--- config.mk ---
export PLATFORM = sky130hd
export DESIGN_NAME = bch_flow_ctrl
export DESIGN_NICKNAME = d
export VERILOG_FILES = /design/src/rtl/bch_pkg.sv /design/src/rtl/bch_stage_timer.sv /design/src/rtl/bch_flow_ctrl.sv
export SDC_FILE = /design/constraint.sdc
export NUM_CORES = 1
export LEC_CHECK = 0
export CAP_MARGIN = 20
export CORE_MARGIN = 2
export CORE_UTILIZATION = 30
export CTS_CLUSTER_DIAMETER = 150
export DETAILED_ROUTE_END_ITERATION = 8
export PLACE_DENSITY = 0.63
export SLEW_MARGIN = 0
export SYNTH_ARGS = -nofsm -noshare
export SYNTH_HDL_FRONTEND = slang
export SYNTH_SLANG_ARGS = --single-unit
--- constraint.sdc ---
create_clock -name clk -period 2.6 [get_ports clk]
set_input_delay 0.52 -clock clk [delete_from_list [all_inputs] [get_ports clk]]
set_output_delay 0.52 -clock clk [all_outputs]
set_load 0.01 [all_outputs]
--- src/rtl/bch_pkg.sv ---
// Shared definitions for the BCH test-chain flow controller.
// Latency: n/a (types, constants and a pure helper function only).
// Backpressure: n/a.
package bch_pkg;

  localparam int TIMEOUT_CYCLES_DEF = 1024;
  localparam int ERR_MAX_DEF        = 4;

  // Stage codes as seen on the stage status output.
  localparam logic [2:0] STAGE_IDLE   = 3'd0;
  localparam logic [2:0] STAGE_ENCODE = 3'd1;
  localparam logic [2:0] STAGE_NOISE  = 3'd2;
  localparam logic [2:0] STAGE_ERRORS = 3'd3;
  localparam logic [2:0] STAGE_DECODE = 3'd4;
  localparam logic [2:0] STAGE_DONE   = 3'd5;
  localparam logic [2:0] STAGE_FAULT  = 3'd6;

  typedef enum logic [2:0] {
    ST_IDLE   = STAGE_IDLE,
    ST_ENCODE = STAGE_ENCODE,
    ST_NOISE  = STAGE_NOISE,
    ST_ERRORS = STAGE_ERRORS,
    ST_DECODE = STAGE_DECODE,
    ST_DONE   = STAGE_DONE,
    ST_FAULT  = STAGE_FAULT
  } state_e;

  typedef struct packed {
    logic enc_en;
    logic noise_en;
    logic err_en;
    logic dec_en;
  } stage_en_t;

  // First enabled stage strictly after cur in pipeline order, else DONE.
  // Only meaningful for cur in IDLE..DECODE, which is how it is used.
  function automatic state_e next_stage(input state_e cur, input stage_en_t en);
    if (cur < ST_ENCODE && en.enc_en)   return ST_ENCODE;
    if (cur < ST_NOISE  && en.noise_en) return ST_NOISE;
    if (cur < ST_ERRORS && en.err_en)   return ST_ERRORS;
    if (cur < ST_DECODE && en.dec_en)   return ST_DECODE;
    return ST_DONE;
  endfunction

endpackage

--- src/rtl/bch_stage_timer.sv ---
// Per-stage cycle counter; flags when a stage has used its whole time budget.
// Latency: expired is combinational from the count register (count 0 on the entry cycle).
// Backpressure: none; counter saturates at TIMEOUT_CYCLES-1 while enabled.
//
// Ports: clk, rstn (async active-low), clear (restart at 0 next edge),
//        enable (count this cycle), expired (count reached TIMEOUT_CYCLES-1).
module bch_stage_timer
  import bch_pkg::*;
#(
  parameter int TIMEOUT_CYCLES = TIMEOUT_CYCLES_DEF
) (
  input  logic clk,
  input  logic rstn,
  input  logic clear,
  input  logic enable,
  output logic expired
);

  localparam int             CW   = $clog2(TIMEOUT_CYCLES) + 1;
  localparam logic [CW-1:0]  LAST = CW'(TIMEOUT_CYCLES - 1);

  logic [CW-1:0] cnt_q;

  assign expired = enable && (cnt_q == LAST);

  always_ff @(posedge clk or negedge rstn) begin
    if (!rstn) begin
      cnt_q <= '0;
    end else if (clear) begin
      cnt_q <= '0;
    end else if (enable && !expired) begin
      cnt_q <= cnt_q + 1'b1;
    end
  end

endmodule

--- src/rtl/bch_flow_ctrl.sv ---
// Sequences one BCH test run through encode / noise / error-inject / decode stages.
// Latency: cfg_start at edge N gives the first *_start in cycle N+1; disabled stages cost 0 cycles.
// Backpressure: cfg_start is ignored outside IDLE; each stage holds until its done or a timeout.
//
// Ports: clk, rstn (async active-low); cfg_start/cfg_abort/fault_clr pulses;
//        cfg_*_en stage enables and cfg_err_num (latched at run start);
//        *_start out / *_done in per stage; err_num_o latched error count;
//        busy, run_done (pulse), fault, stage (state code), run_cnt (wrapping).
module bch_flow_ctrl
  import bch_pkg::*;
#(
  parameter int TIMEOUT_CYCLES = TIMEOUT_CYCLES_DEF,
  parameter int ERR_MAX        = ERR_MAX_DEF
) (
  input  logic        clk,
  input  logic        rstn,
  input  logic        cfg_start,
  input  logic        cfg_abort,
  input  logic        fault_clr,
  input  logic        cfg_enc_en,
  input  logic        cfg_noise_en,
  input  logic        cfg_err_en,
  input  logic        cfg_dec_en,
  input  logic [3:0]  cfg_err_num,
  output logic        enc_start,
  output logic        noise_start,
  output logic        err_start,
  output logic        dec_start,
  input  logic        enc_done,
  input  logic        noise_done,
  input  logic        err_done,
  input  logic        dec_done,
  output logic [3:0]  err_num_o,
  output logic        busy,
  output logic        run_done,
  output logic        fault,
  output logic [2:0]  stage,
  output logic [15:0] run_cnt
);

  state_e        state_q, state_d;
  stage_en_t     en_in, en_q;
  logic [3:0]    err_num_q;
  logic [15:0]   run_cnt_q;
  logic          entered_q;   // first cycle in the current state
  logic          in_stage;
  logic          act_done;
  logic          done_s;
  logic          expired;
  logic          cfg_bad;

  assign en_in   = {cfg_enc_en, cfg_noise_en, cfg_err_en, cfg_dec_en};
  assign cfg_bad = cfg_err_en && ((cfg_err_num == 4'd0) || (int'(cfg_err_num) > ERR_MAX));

  assign in_stage = (state_q == ST_ENCODE) || (state_q == ST_NOISE) ||
                    (state_q == ST_ERRORS) || (state_q == ST_DECODE);

  // Only the active stage's done counts, and never on its start cycle.
  always_comb begin
    act_done = 1'b0;
    case (state_q)
      ST_ENCODE: act_done = enc_done;
      ST_NOISE:  act_done = noise_done;
      ST_ERRORS: act_done = err_done;
      ST_DECODE: act_done = dec_done;
      default:   act_done = 1'b0;
    endcase
  end
  assign done_s = act_done && !entered_q;

  bch_stage_timer #(
    .TIMEOUT_CYCLES (TIMEOUT_CYCLES)
  ) u_timer (
    .clk     (clk),
    .rstn    (rstn),
    .clear   (state_d != state_q),
    .enable  (in_stage),
    .expired (expired)
  );

  always_comb begin
    state_d     = state_q;
    enc_start   = 1'b0;
    noise_start = 1'b0;
    err_start   = 1'b0;
    dec_start   = 1'b0;
    run_done    = 1'b0;
    fault       = 1'b0;
    case (state_q)
      ST_IDLE: begin
        if (cfg_start) state_d = cfg_bad ? ST_FAULT : next_stage(ST_IDLE, en_in);
      end
      ST_ENCODE, ST_NOISE, ST_ERRORS, ST_DECODE: begin
        enc_start   = (state_q == ST_ENCODE) && entered_q;
        noise_start = (state_q == ST_NOISE)  && entered_q;
        err_start   = (state_q == ST_ERRORS) && entered_q;
        dec_start   = (state_q == ST_DECODE) && entered_q;
        // done beats a coincident timeout
        if (done_s)       state_d = next_stage(state_q, en_q);
        else if (expired) state_d = ST_FAULT;
      end
      ST_DONE: begin
        run_done = 1'b1;
        state_d  = ST_IDLE;
      end
      ST_FAULT: begin
        fault = 1'b1;
        if (fault_clr) state_d = ST_IDLE;
      end
      default: state_d = ST_IDLE;
    endcase
    // abort overrides every other transition
    if (cfg_abort && (state_q != ST_IDLE)) state_d = ST_IDLE;
  end

  always_ff @(posedge clk or negedge rstn) begin
    if (!rstn) begin
      state_q   <= ST_IDLE;
      entered_q <= 1'b0;
      en_q      <= '0;
      err_num_q <= '0;
      run_cnt_q <= '0;
    end else begin
      state_q   <= state_d;
      entered_q <= (state_d != state_q);
      if ((state_q == ST_IDLE) && cfg_start) begin
        en_q      <= en_in;
        err_num_q <= cfg_err_num;
      end
      if (state_q == ST_DONE) run_cnt_q <= run_cnt_q + 16'd1;
    end
  end

  assign busy      = in_stage;
  assign stage     = state_q;
  assign err_num_o = err_num_q;
  assign run_cnt   = run_cnt_q;

endmodule

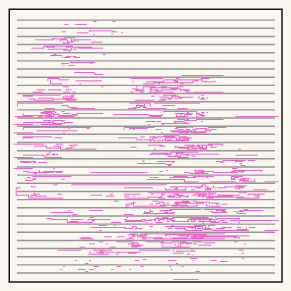
**Above:** metal 1.
(3 px per um) Supply wires on this layer in gray.
- share of all routed wire: 48%
- wire length on this layer: 2310 um
- nets with wire on the layer: 276
- main direction: horizontal
- longest straight run: 31.7 um

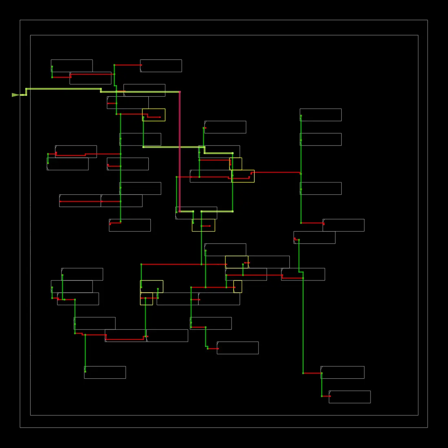
**Above:** the clock network.
clock group power: 403 uW
CTS Sinks: 39

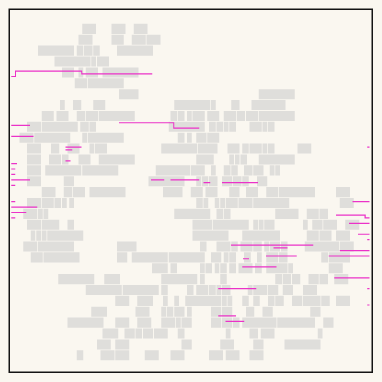
**Above:** the metal 3 layer.
(4 px per um)
- share of all routed wire: 4.5%
- nets with wire on the layer: 36
- longest straight run: 20.2 um
- wire length on this layer: 217 um

==> results.txt <==
Latest figures from synthesis and place and route.

The reg-to-reg setup timing slack is 0.36 ns. The cell type with the largest total area after synthesis is dfrtp_1. The number of warnings reported in the stage logs is 26. As reported, the later end of the worst-skew pair has a clock insertion delay of 0.29 ns. The total inserted antenna cells is 0. The headroom to the max-slew limit is 42.0%. The post-detailed-route via-to-cell ratio is 4.87.

The fraction of post-synthesis cell area in the top cell type by area is between 40 and 50%. The post-cts hold-fix buffer tally is 0. The worst hold margin is approximately 0.35 ns. TritonCTS built the clock tree. The total standard cell area after synthesis is 2240 sq um.

The total wire length is 4860 um. The die height is 90.4 um. The synthesized design contains 39 register bits. The final layout report lists a filler cell count of around 720. In the final layout, the share of cells above drive strength 1 is 14.2%. The number of global-route vias before repair came to 1896. Per the power-grid run, VDD falls by no more than ~420 uV. ~47 I/O pins were placed. The distinct cell type count after synthesis is 44.

According to the floorplan log, the row count is 31. The startpoint of the worst register-to-register path is stage[1]. The cell area after layout is approximately 3000 sq um. The worst setup timing slack at the placement stage is -0.00230 ns. The placed instances occupy a cell area of 2870 sq um. Per the CTS log, the root buffer master is clkbuf_8. The transition time at the pin with the least slew margin is 0.871 ns. Measured on the finished design, the core utilization comes to 41.0%.

Global routing finished with a remaining overflow of 0. In the final run the clock tree shows a worst skew of around 0.009 ns. The number of hold violations in the final report is 0. The flow ran to the end, and the final reports show no timing, DRC or antenna violations. The area of the synthesized netlist per yosys stat is 2240 sq um. The highest fanout seen on the critical path is 9. The routed layout has roughly 1900 vias. The logic depth of the worst register-to-register path is 8.
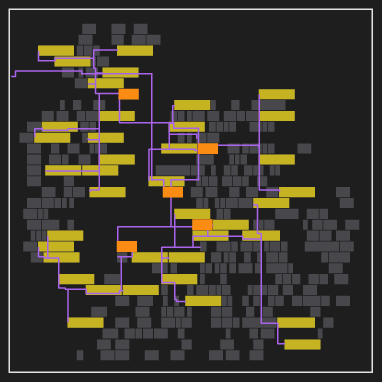
**Above:** clock network drawn from the DEF.
(4 px per um)
- purple: clock wires (length 518 um)
- orange: cells driving clock nets (count 5)
- yellow: flip-flops (count 39)
- routed clock nets: 6

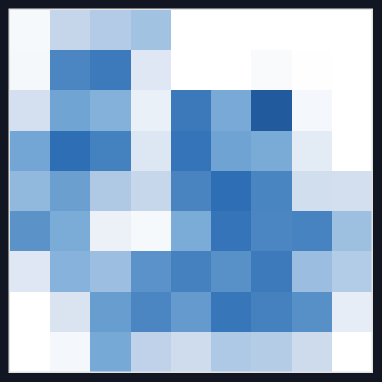
**Above:** cell density map.
(4 px per um) The die is cut into 9 by 9 equal tiles; white is low, dark blue is high, 0 to 100% covered.
- emptiest ninth of the die: top right
- mean over tiles: 35%
- fullest tile: 83%
- nearly empty tiles: 17%
- tiles over 75% full: 1.2%

worst max path at each step:
| stage | endpoint | slack (ns) | depth (start not counted) |
|---|---|---|---|
| after floorplan | entered_q | 0.52 | 8 |
| after global routing | err_start | 0.03 | 3 |
| after detailed placement | u_timer.cnt_q[10] | -0.002 | 9 |
| final | busy | 0.17 | 4 |
| after global placement | u_timer.cnt_q[10] | 0.06 | 9 |
| after CTS | busy | 0.006 | 4 |
report_power, final:
part,internal [mW],switching (mW),total (mW)
Combinational,0.600,0.620,1.22
Sequential,0.733,0.145,0.878
Clock,0.187,0.216,0.403
Total,1.52,0.981,2.50
metal layers:
metal / up-vias / wire length, um / track usage, %
met1: 901 / 2310 / 17.4
met2: 52 / 2290 / 21.1
li1: 934 / - / -
met4: 0 / 42 / 3.97
met3: 4 / 216 / 3.17
met5: - / 0 / 0
kinds of logic after synthesis:
| kind of cell | synth area share, % |
|---|---|
| adder cells (fa/ha/maj) | 1.12 |
| XOR/XNOR | 10.2 |
| flip-flops | 43.6 |
| buffers and inverters | 4.25 |
| AND/OR/NAND/NOR | 26.2 |
| multiplexers | 3.63 |
| AND-OR/OR-AND | 11.1 |
registers in the layout, summed over array words and instances (netlist names):
name / cells
en_q: 4
u_timer.cnt_q: 11
run_cnt: 16
err_num_o: 4
entered_q: 1
stage: 3
cells in the mapped netlist, drive strengths merged, types with 2 or more instances:
master / instances
and3: 8
inv: 11
o31ai: 3
clkbuf: 3
nor3: 16
nor4b: 9
xnor2: 16
xor2: 10
buf: 6
a21oi: 11
mux2: 6
o211ai: 3
a211oi: 2
nor2: 13
and4: 2
nand3: 11
nand2: 26
nand4: 5
ha: 2
o21ai: 8
a22oi: 2
dfrtp: 39
nand3b: 2
critical path, stage by stage (launching register included):
cell and delay [ns]:
dfrtp_2 0.49, nor2_2 0.29, xor2_2 0.26, inv_1 0.09, clkdlybuf4s50_1 0.49
layout by cell type (no fill, tap or decap), types with 4 or more instances in the layout:
cell type	netlist	layout
xor2_1	10	9
nand3_1	11	10
clkdlybuf4s50_1	0	45
xnor2_1	16	16
and3_1	8	8
nor2_1	12	11
nand2_1	26	26
inv_1	11	11
buf_4	0	14
nor3_1	16	16
nand4_1	5	5
clkbuf_8	0	5
dfrtp_1	39	37
nor4b_1	5	5
mux2_2	5	5
o21ai_0	8	8
a21oi_1	11	11
nor4b_4	4	4
cell type report:
cell class / instances / area, sq um / area share (%)
timing repair buffer: 60 / 561 / 18.8
clock buffer: 5 / 68.8 / 2.31
sequential: 39 / 978 / 32.9
inverter: 11 / 41.3 / 1.39
multi-input combinational: 171 / 1180 / 39.8
clock inverter: 3 / 20.0 / 0.673
tap: 99 / 124 / 4.16
timing repair:
action,4_1_cts,5_1_grt
setup buffers,0,0
setup endpoints to repair,1,4
resized,1,4
Power and IR drop assume default switching activity.
